Figure 1. Power grid (run 1).
The bar under the picture is 20 um long. Pins as bars on the die edge.
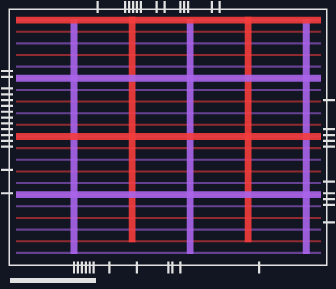
Figure 2. Placed cells, one colour a class (run 1).
Fill, decap, tap and diode cells in grey.
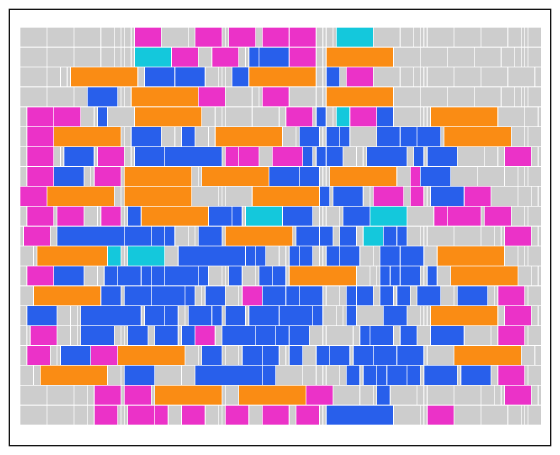
Figure 3. Clock wires, drivers and flops (run 1).
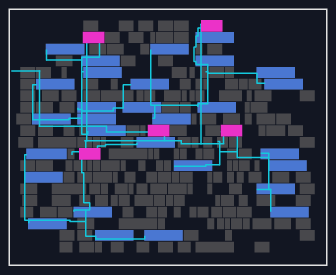
Figure 4. Wiring by layer (run 1).
The bar under the picture is 20 um long. Only two layers are drawn.
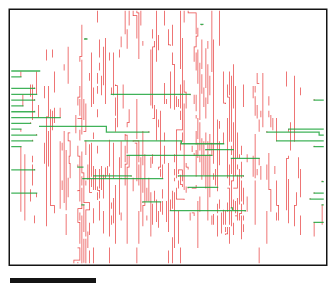
$ cat src/rtl/inst_pkg.sv
// ============================================================================
// Module   : inst_pkg
// Brief    : Shared fetch-side types and defaults (fetch, decode, ROM harness).
// Revision : 1.0 - initial release
// ============================================================================
`default_nettype none

package inst_pkg;

    localparam int A_DEFAULT = 8;
    localparam int W_DEFAULT = 9;

    localparam logic [W_DEFAULT-1:0] HALT_WORD = '1;

    typedef enum logic [1:0] {
        IDLE = 2'd0,
        RUN  = 2'd1,
        HALT = 2'd2
    } fetch_state_t;

    typedef enum logic [1:0] {
        NPC_HOLD = 2'd0,
        NPC_INC  = 2'd1,
        NPC_ABS  = 2'd2,
        NPC_REL  = 2'd3
    } next_pc_sel_t;

endpackage

`default_nettype wire

$ cat src/rtl/inst_next_pc.sv
// ============================================================================
// Module   : inst_next_pc
// Brief    : Combinational next-PC mux: hold / +1 / absolute / relative.
// Revision : 1.0 - initial release
// ============================================================================
`default_nettype none

module inst_next_pc import inst_pkg::*; #(
    parameter int A = A_DEFAULT
) (
    input  logic [A-1:0] pc,
    input  logic [A-1:0] inst_pc,
    input  logic [A-1:0] branch_target,
    input  logic [1:0]   sel,
    output logic [A-1:0] next_pc
);

    always_comb begin
        next_pc = pc;
        case (sel)
            NPC_INC:  next_pc = pc + A'(1);
            NPC_ABS:  next_pc = branch_target;
            // Unsigned A-bit add wraps exactly like a signed offset would.
            NPC_REL:  next_pc = inst_pc + branch_target;
            default:  next_pc = pc;
        endcase
    end

endmodule

`default_nettype wire

$ cat src/rtl/inst_fetch.sv
// ============================================================================
// Module   : inst_fetch
// Brief    : Instruction fetch: PC, fetch FSM, registered Inst/InstPC/InstValid.
// Revision : 1.0 - initial release
// ============================================================================
`default_nettype none

module inst_fetch import inst_pkg::*; #(
    parameter int          A        = A_DEFAULT,
    parameter int          W        = W_DEFAULT,
    parameter logic [A-1:0] START_PC = '0
) (
    input  logic         Clk,
    input  logic         Reset,
    input  logic         Start,
    output logic [A-1:0] InstAddress,
    input  logic [W-1:0] InstOut,
    input  logic         Stall,
    input  logic         BranchEn,
    input  logic         BranchRel,
    input  logic [A-1:0] BranchTarget,
    output logic [W-1:0] Inst,
    output logic [A-1:0] InstPC,
    output logic         InstValid,
    output logic         Halted
);

    fetch_state_t  r_state;
    logic [A-1:0]  r_pc;
    logic [W-1:0]  r_inst;
    logic [A-1:0]  r_inst_pc;
    logic          r_inst_valid;
    logic          r_halted;

    next_pc_sel_t  w_npc_sel;
    logic [A-1:0]  w_next_pc;
    logic          w_is_halt;

    assign w_is_halt = &InstOut;

    always_comb begin
        w_npc_sel = NPC_HOLD;
        if (r_state == RUN && !Stall) begin
            if (BranchEn)
                w_npc_sel = BranchRel ? NPC_REL : NPC_ABS;
            else if (!w_is_halt)
                w_npc_sel = NPC_INC;
        end
    end

    inst_next_pc #(
        .A (A)
    ) u_next_pc (
        .pc            (r_pc),
        .inst_pc       (r_inst_pc),
        .branch_target (BranchTarget),
        .sel           (w_npc_sel),
        .next_pc       (w_next_pc)
    );

    always_ff @(posedge Clk or posedge Reset) begin
        if (Reset) begin
            r_state      <= IDLE;
            r_pc         <= START_PC;
            r_inst       <= '0;
            r_inst_pc    <= '0;
            r_inst_valid <= 1'b0;
            r_halted     <= 1'b0;
        end else begin
            case (r_state)
                IDLE: begin
                    if (Start) begin
                        r_state <= RUN;
                        r_pc    <= START_PC;
                    end
                end
                RUN: begin
                    if (!Stall) begin
                        r_pc <= w_next_pc;
                        // A redirect squashes the word fetched this cycle, halt included.
                        if (BranchEn) begin
                            r_inst_valid <= 1'b0;
                        end else begin
                            r_inst       <= InstOut;
                            r_inst_pc    <= r_pc;
                            r_inst_valid <= 1'b1;
                            if (w_is_halt) begin
                                r_state  <= HALT;
                                r_halted <= 1'b1;
                            end
                        end
                    end
                end
                HALT: begin
                    if (Start) begin
                        r_state      <= RUN;
                        r_pc         <= START_PC;
                        r_halted     <= 1'b0;
                        r_inst_valid <= 1'b0;
                    end else if (!Stall) begin
                        r_inst_valid <= 1'b0;
                    end
                end
                default: r_state <= IDLE;
            endcase
        end
    end

    assign InstAddress = r_pc;
    assign Inst        = r_inst;
    assign InstPC      = r_inst_pc;
    assign InstValid   = r_inst_valid;
    assign Halted      = r_halted;

endmodule

`default_nettype wire
$ cat config.mk
export PLATFORM = sky130hd
export DESIGN_NAME = inst_fetch
export DESIGN_NICKNAME = d
export VERILOG_FILES = /design/src/rtl/inst_pkg.sv /design/src/rtl/inst_next_pc.sv /design/src/rtl/inst_fetch.sv
export SDC_FILE = /design/constraint.sdc
export NUM_CORES = 1
export LEC_CHECK = 0
export CAP_MARGIN = 0
export CORE_ASPECT_RATIO = 0.8
export CORE_UTILIZATION = 43
export DETAILED_ROUTE_END_ITERATION = 10
export GPL_TIMING_DRIVEN = 0
export PLACE_DENSITY = 0.78
export SYNTH_ARGS = -nofsm -noshare
export SYNTH_HDL_FRONTEND = slang
export SYNTH_SLANG_ARGS = --single-unit
$ cat constraint.sdc
create_clock -name Clk -period 2.2 [get_ports Clk]
set_clock_uncertainty 0.15 [all_clocks]
set_input_delay 0.44 -clock Clk [delete_from_list [all_inputs] [get_ports Clk]]
set_output_delay 0.44 -clock Clk [all_outputs]
set_load 0.02 [all_outputs]
==> flow_summary.json, run 1 <==
{
  "final-clk-cell-share_pct": 3.452,
  "cp-start-kind": "flip-flop",
  "area_leaders": "dfrtp_1, mux2_2, ha_1",
  "cpPeakStageDelay_ps": 430,
  "dr_total_vias": 1554,
  "top_logic_kind": "AND-OR/OR-AND gates",
  "outcome": "complete, but fails checks",
  "place_area_um2": 2346,
  "p_sw_uw": 1172,
  "lay_top_count": "clkdlybuf4s50_1",
  "r2r_setup_slack_ps": -30,
  "die_area_um2": 4392,
  "clkbuf_count": 5,
  "synthAdderAreaFrac_pct": 6.765,
  "place_inst": 271,
  "final.setup.tns_ps": -34.53,
  "synthFlopType": "dfrtp_1",
  "synth_area_um2": 1775,
  "warnings": 29,
  "pre_cts_ws_ps": -582.8,
  "comb_power_share_pct": 52.5,
  "tightest_slew_ps": 1101,
  "fp_util_pct": 45.77,
  "grt_overflow": 0,
  "nonClkBufAreaFrac_pct": 22.11,
  "seq_share_pct": 29.06,
  "setup_viol_count_final": 1,
  "ant_nets": 0,
  "p_clk_uw": 442,
  "synthDistinctLibCells": 46,
  "violations": "negative setup slack",
  "largestClassByArea": "combinational gates",
  "critPathMaxFanout": 3,
  "regArea_um2": 726.9,
  "finalWorstSetupSlack_ps": -34.53,
  "syn_area_per_cell_um2": 10.57,
  "synth.ff_latch_count": 29,
  "hold_path_depth": 1,
  "drt-initial-drc-count": 101,
  "power_uw": 2930
}
About Figure 1:
| net | colour |
|---|---|
| VDD | red |
| VSS | purple |
met1 rails: 21
met4 straps: 5
signal pins: 50
rows: 20
met5 straps: 4

About Figure 2:
| class | colour | cells | share of their area |
|---|---|---|---|
| clock drivers and dummy loads | cyan | 8 | 3.5% |
| flops | orange | 29 | 30% |
| combinational and other logic | blue | 132 | 44% |
| other buffers and delay cells | magenta | 59 | 23% |

About Figure 3:
[clock wires] cyan | length: 439 um
[clock drivers] magenta | count: 5
[flip-flops] blue | count: 29
flops lie: spread over the die
routed clock nets: 6

About Figure 4:
| layer | colour | wire length |
|---|---|---|
| metal 2 | red | 1,880 um |
| metal 3 | green | 303 um |

==> inputs of run 2 (changes only) <==
--- a/config.mk
+++ b/config.mk
@@ -6,11 +6,14 @@
 export NUM_CORES = 1
 export LEC_CHECK = 0
 export CAP_MARGIN = 0
+export CELL_PAD_IN_SITES_DETAIL_PLACEMENT = 0
+export CELL_PAD_IN_SITES_GLOBAL_PLACEMENT = 1
 export CORE_ASPECT_RATIO = 0.8
-export CORE_UTILIZATION = 43
+export CORE_UTILIZATION = 33
 export DETAILED_ROUTE_END_ITERATION = 10
 export GPL_TIMING_DRIVEN = 0
 export PLACE_DENSITY = 0.78
+export SKIP_CTS_REPAIR_TIMING = 1
 export SYNTH_ARGS = -nofsm -noshare
 export SYNTH_HDL_FRONTEND = slang
 export SYNTH_SLANG_ARGS = --single-unit
Figure 5. Wiring by layer (run 2).
The bar under the picture is 20 um long. Only two layers are drawn.
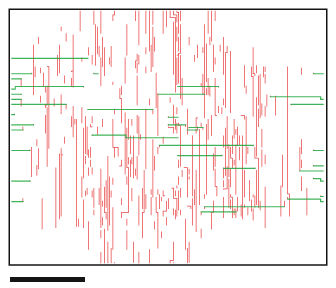
| layer | colour | wire length |
|---|---|---|
| metal 3 | green | 294 um |
| metal 2 | red | 1,800 um |

==> run 2 against run 1 <==
  * The run ends with design-rule violations, negative setup slack left
  * Cell count rose by 2.1%
  * Clock-buffer cell count rose by 1
  * Flip-flop count unchanged
  * Highest routed layer unchanged
  * Register-to-register slack got worse by 50 ps
==> flow_summary.json, run 2 <==
{
  "outcome": "complete, but fails checks",
  "violations": "design-rule violations, negative setup slack",
  "period_needed_ps": 2283,
  "ant_nets": 0,
  "grt_busiest_layer": "met2",
  "top_layer_used": "met4",
  "grt_pass1_wl_um": 6844,
  "p_sw_uw": 1142,
  "final-hold-violation-count": 0,
  "pre_cts_ws_ps": -563.7,
  "p_clk_uw": 588,
  "yosys.area_share.xor_xnor_pct": 3.453,
  "regArea_um2": 726.9,
  "critPathMaxFanout": 3,
  "synthFlopType": "dfrtp_1",
  "drt-initial-drc-count": 81,
  "top_logic_kind": "AND-OR/OR-AND gates",
  "dp_hpwl_um": 3115,
  "cpPeakStageDelay_ps": 430,
  "fp_util_pct": 34.86,
  "finalWorstSetupSlack_ps": -82.76,
  "place_inst": 278,
  "pg_comb_uw": 1530,
  "warnings": 28,
  "inverters": 5,
  "tap-cell-count": 62,
  "die_h_um": 67.61,
  "comb_power_share_pct": 50.2,
  "nonClkBufAreaFrac_pct": 22.09,
  "clkbuf_count": 6,
  "setup_viol_count_final": 1,
  "power_uw": 3049,
  "swShare_pct": 37.46,
  "wl_met1_um": 2129,
  "edf_count": 0,
  "synth_area_um2": 1775,
  "synthDistinctLibCells": 46,
  "fp-row-count": 23,
  "lay_top_count": "clkdlybuf4s50_1",
  "hold_path_depth": 1,
  "syn_nets": 200,
  "tightest_slew_ps": 1155,
  "grt_overflow": 0,
  "holdCritStartpoint": "Inst[2]$_DFFE_PP0P_",
  "synth.ff_latch_count": 29,
  "wl_met2_um": 1801,
  "syn_area_per_cell_um2": 10.57,
  "place_area_um2": 2355,
  "cts.sink_count": 29,
  "synthAdderAreaFrac_pct": 6.765,
  "dr_total_vias": 1529,
  "grt_max_degree": 30,
  "final-clk-cell-share_pct": 4.681,
  "final.setup.tns_ps": -82.76,
  "largestClassByArea": "combinational gates",
  "seq_cell_count": 29,
  "hold_path.class": "reg2reg",
  "drc": 6,
  "area_leaders": "dfrtp_1, mux2_2, ha_1",
  "die_area_um2": 5679,
  "coreArea_um2": 5094,
  "r2r_setup_slack_ps": -80,
  "cp-start-kind": "flip-flop",
  "seq_share_pct": 28.33
}
==> inputs of run 3 (changes only) <==
--- a/config.mk
+++ b/config.mk
@@ -5,14 +5,15 @@
 export SDC_FILE = /design/constraint.sdc
 export NUM_CORES = 1
 export LEC_CHECK = 0
+export ABC_AREA = 1
 export CAP_MARGIN = 0
 export CELL_PAD_IN_SITES_DETAIL_PLACEMENT = 0
 export CELL_PAD_IN_SITES_GLOBAL_PLACEMENT = 1
 export CORE_ASPECT_RATIO = 0.8
-export CORE_UTILIZATION = 33
+export CORE_UTILIZATION = 31
 export DETAILED_ROUTE_END_ITERATION = 10
 export GPL_TIMING_DRIVEN = 0
-export PLACE_DENSITY = 0.78
+export PLACE_DENSITY = 0.79
 export SKIP_CTS_REPAIR_TIMING = 1
 export SYNTH_ARGS = -nofsm -noshare
 export SYNTH_HDL_FRONTEND = slang
Figure 6. Power grid (run 3).
The bar under the picture is 20 um long. Pins as bars on the die edge.
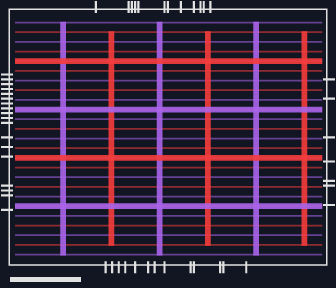
| net | colour |
|---|---|
| VSS | purple |
| VDD | red |
met5 straps: 4
met1 rails: 25
met4 straps: 6
signal pins: 50

==> run 3 against run 2 <==
  * The run now ends clean
  * Sequential power fell by 19%
  * Hold slack got worse by 33 ps
  * Core utilization fell by 5.0 points
  * Flip-flop count did not move
  * Sequential share of layout area barely moved
  * Power fell by 30%
  * Cell area fell by 0.24%
  * Critical path depth rose by 4
  * Worst setup slack improved by 190 ps
  * Routed wire length rose by 15%
  * Critical path type is now in2reg
  * Critical endpoint unchanged
==> flow_summary.json, run 3 <==
{
  "grt_use_met2_pct": 23.16,
  "cts.sink_count": 29,
  "drt-initial-drc-count": 67,
  "place_area_um2": 2461,
  "inverters": 31,
  "pg_comb_uw": 942,
  "grt_pass1_wl_um": 7921,
  "fp-row-count": 24,
  "holdCritStartpoint": "Inst[4]$_DFFE_PP0P_",
  "synthFlopType": "dfrtp_1",
  "period_needed_ps": 2089,
  "seq_share_pct": 28.35,
  "synth_area_um2": 1873,
  "synth.ff_latch_count": 29,
  "top_layer_used": "met3",
  "warnings": 26,
  "die_area_um2": 6359,
  "nonClkBufAreaFrac_pct": 20.67,
  "ant_nets": 0,
  "grt_max_degree": 30,
  "critPathMaxFanout": 2,
  "place_inst": 394,
  "syn_area_per_cell_um2": 7.015,
  "p_clk_uw": 442,
  "outcome": "finished, final reports clean",
  "final-clk-cell-share_pct": 3.372,
  "grt_overflow": 0,
  "power_uw": 2141,
  "setup_viol_count_final": 0,
  "die_h_um": 71.53,
  "finalWorstSetupSlack_ps": 111.2,
  "largestClassByArea": "combinational gates",
  "cpPeakStageDelay_ps": 440,
  "synthDistinctLibCells": 28,
  "dr_total_vias": 1798,
  "top_logic_kind": "simple AND/OR/NAND/NOR gates",
  "final-hold-violation-count": 0,
  "swShare_pct": 38.42,
  "yosys.area_share.xor_xnor_pct": 2.338,
  "area_leaders": "dfrtp_1, nand2_1, inv_1",
  "wl_met2_um": 2061,
  "drc": 0,
  "whs_endpoint": "Inst[4]$_DFFE_PP0P_",
  "final.setup.tns_ps": 0,
  "r2r_setup_slack_ps": 310,
  "wl_met1_um": 2599,
  "p_sw_uw": 822.6,
  "edf_count": 0,
  "dp_hpwl_um": 3844,
  "grt_busiest_layer": "met1",
  "hold_path_depth": 2,
  "regArea_um2": 725.7,
  "tap-cell-count": 78,
  "comb_power_share_pct": 44.0
}

==> screenshots <==
Clock nets.
shot_01.png
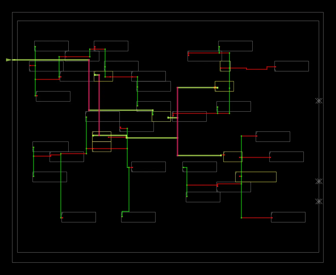
shot_02.png
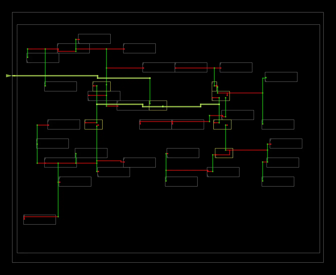
shot_03.png
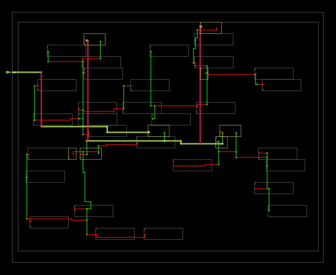
shot_03.png is run 1.
shot_02.png is run 3.
shot_01.png is run 2.

No activity file was given, so power comes from the tool's default toggle rates.
